### Track usage over the die

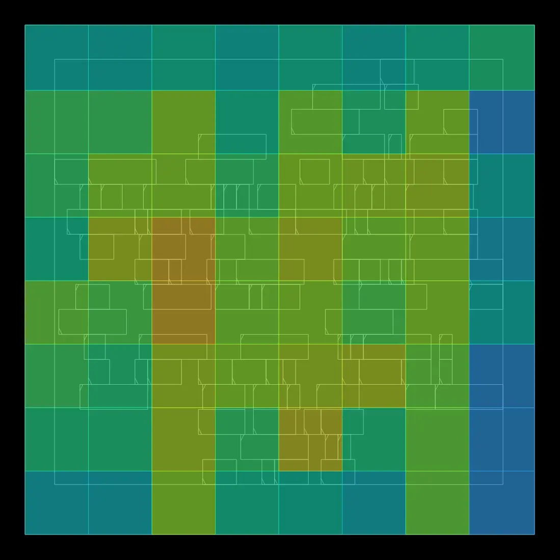
### Logic cells by family

Drawn at 10 px/um.
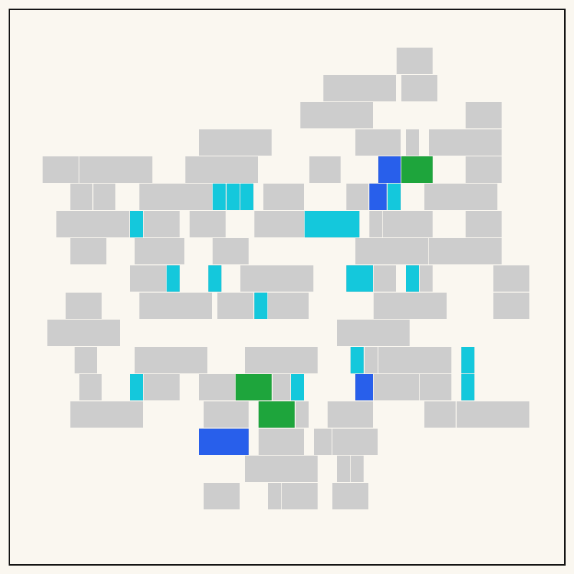
Design i2c_line_filter, sky130hd; sources not shown.
==> run notes <==
Latest figures from synthesis and place and route.

The net count after synthesis is 93. Walking the worst path, the cells encountered are clkdlybuf4s50_1, ha_1, nand2b_4, a211oi_4, o21ba_1, mux2i_1. The reported max-cap violation count is 0. The top cell type's share of synthesized area is a little under 50%. The worst vdd rail ir drop is 308 uV. The TritonCTS clock tree is built. The cell count of the worst hold path is 1. Logic depth along the worst register-to-register path is recorded as 6. Summing every instance area after synthesis gives roughly 850 um^2. The number of warnings issued by yosys is 0. The final weighted congestion recorded by global placement is between 0.7 and 0.8.

The post-CTS hold buffer count recorded in the log is 0. After legalization and detailed placement, the total HPWL measured just over 900 um. In the post-synthesis netlist, the biggest area contributors are dfxtp_1 (49%), ha_1 (7.3%), mux2i_1 (7.0%), nor2_1 (6.1%), inv_1 (3.1%). The final-report hold violation count is 0. The static leakage is 0.000480 uW. The clock period could shrink to 1.79 ns. According to the hold report, the worst path is of the reg -> reg type.

The highest net fanout along the worst path is 6. The layout summary lists the proportion of cells stronger than drive strength 1 as 15.8%. The highest clock rate this design can be run at is ~560 MHz. The pin count of the biggest net entering global routing is 20. The routed design shows a wire length per standard cell of between 9 and 10 um.

The run finished with clean final reports. The critical path data arrival time is slightly below 2 ns. Per the detailed placement report, the placed cell area equals about 0.0010 mm^2. The unique cell type count in the Yosys netlist is 27. The async set or reset register ratio after synthesis is 0%. The worst max-slew margin expressed relative to the limit is between 50 and 60%. The CTS buffer count is 3.

Counting flops with a built-in enable in the synthesized netlist gives 0. The number of flip-flops in the largest register is 4. The clock arrives with about 0.00078 ns of skew. The count of nets left with antenna violations once routing finished came out at 0.

STA classifies the critical path endpoint as a flop. The count of final max-slew check failures is 0. The setup check on the worst reg-to-reg path leaves a slack of about 1.0 ns. The detailed router finished its first iteration with 7 violations. The cell type contributing the most total cell area after synthesis is dfxtp_1.
## Picture notes: 'Track usage over the die'
final core area utilization: 46.7%
routing usage on met2: 13.5%
most used routing layer in global routing: met2
GRT Util Overall: 8.80%
M3 GR Usage: 4.91%

## Picture notes: 'Logic cells by family'
Key: green = AND-OR and OR-AND gates [cells 3]; blue = NAND gates [cells 4, most used nand3_1]; cyan = NOR gates [cells 16, most used nor2_1]
leading cell type in the layout, fill and taps excluded: dfxtp_1
combinational share of cell area: 36.6%
final non-filler cell total: 123

cells by family (layout without fill, tap and decap cells):
group | Yosys count | in the layout | share of synthesized area [%]
buffers and inverters | 10 | 25 | 5.71
DFF | 21 | 21 | 49.2
and+or+nand+nor | 26 | 26 | 17.0
xor gates and xnor gates | 2 | 2 | 2.05
adders and majority gates | 7 | 7 | 9.96
AOI/OAI and AO/OA | 8 | 8 | 9.08
muxes | 6 | 6 | 7.03
critical path: cells and delay by family:
kind	cells	cell delay, ns
adders and majority gates	1	0.28
buffers and inverters	1	0.40
AOI/OAI and AO/OA	2	0.64
muxes	1	0.23
and+or+nand+nor	1	0.15
layer usage:
metal / vias up / global-route usage (%) / routed length (um)
li1: 292 / - / -
met1: 250 / 10.7 / 569
met2: 15 / 13.5 / 529
met3: 2 / 4.91 / 76
met4: 0 / 2.08 / 12
met5: - / 0 / 0
power by group:
part | switching (uW) | internal (uW) | total [uW]
Combinational | 28.7 | 36.7 | 65.4
Clock | 86.6 | 97.3 | 184
Sequential | 5.99 | 308 | 314
Total | 121 | 442 | 563
cell type report:
type | instances | area (um^2) | share of cell area [%]
Clock buffer | 3 | 41.3 | 3.92
Clock inverter | 1 | 3.75 | 0.357
Inverter | 7 | 26.3 | 2.50
Multi-Input combinational cell | 49 | 385 | 36.6
Sequential cell | 21 | 420 | 40.0
Tap cell | 28 | 35.0 | 3.33
Timing Repair Buffer | 14 | 140 | 13.3
cell usage in the layout, fill, tap and decap left out:
master	instances
maj3_2	2
o21ba_1	1
dfxtp_1	21
nand2_2	1
xnor2_1	1
clkdlybuf4s50_1	14
or2_2	4
a31oi_1	1
o21ai_1	1
o211a_1	1
o21ai_0	1
nor4b_2	1
clkbuf_8	3
nor3b_1	1
a22o_1	1
nand3_1	2
xor2_1	1
o22ai_2	1
ha_1	5
nand2b_4	1
or2_1	1
inv_1	8
nor2_1	14
a211oi_4	1
mux2i_1	6
or2_4	1
through the flow:
stage	setup slack (ns)	hold WS [ns]	util, %	total power (uW)	cells
final	1.01	0.421	46.7	563	123
after global routing	0.893	0.451	46.7	596	123
after CTS	0.994	0.423	46.7	573	123
after detailed placement	0.726	0.403	44.7	387	119
after global placement	0.772	0.400	44.7	386	119
after floorplan	1.26	0.384	-	375	80
No activity file was given, so power comes from the tool's default toggle rates.
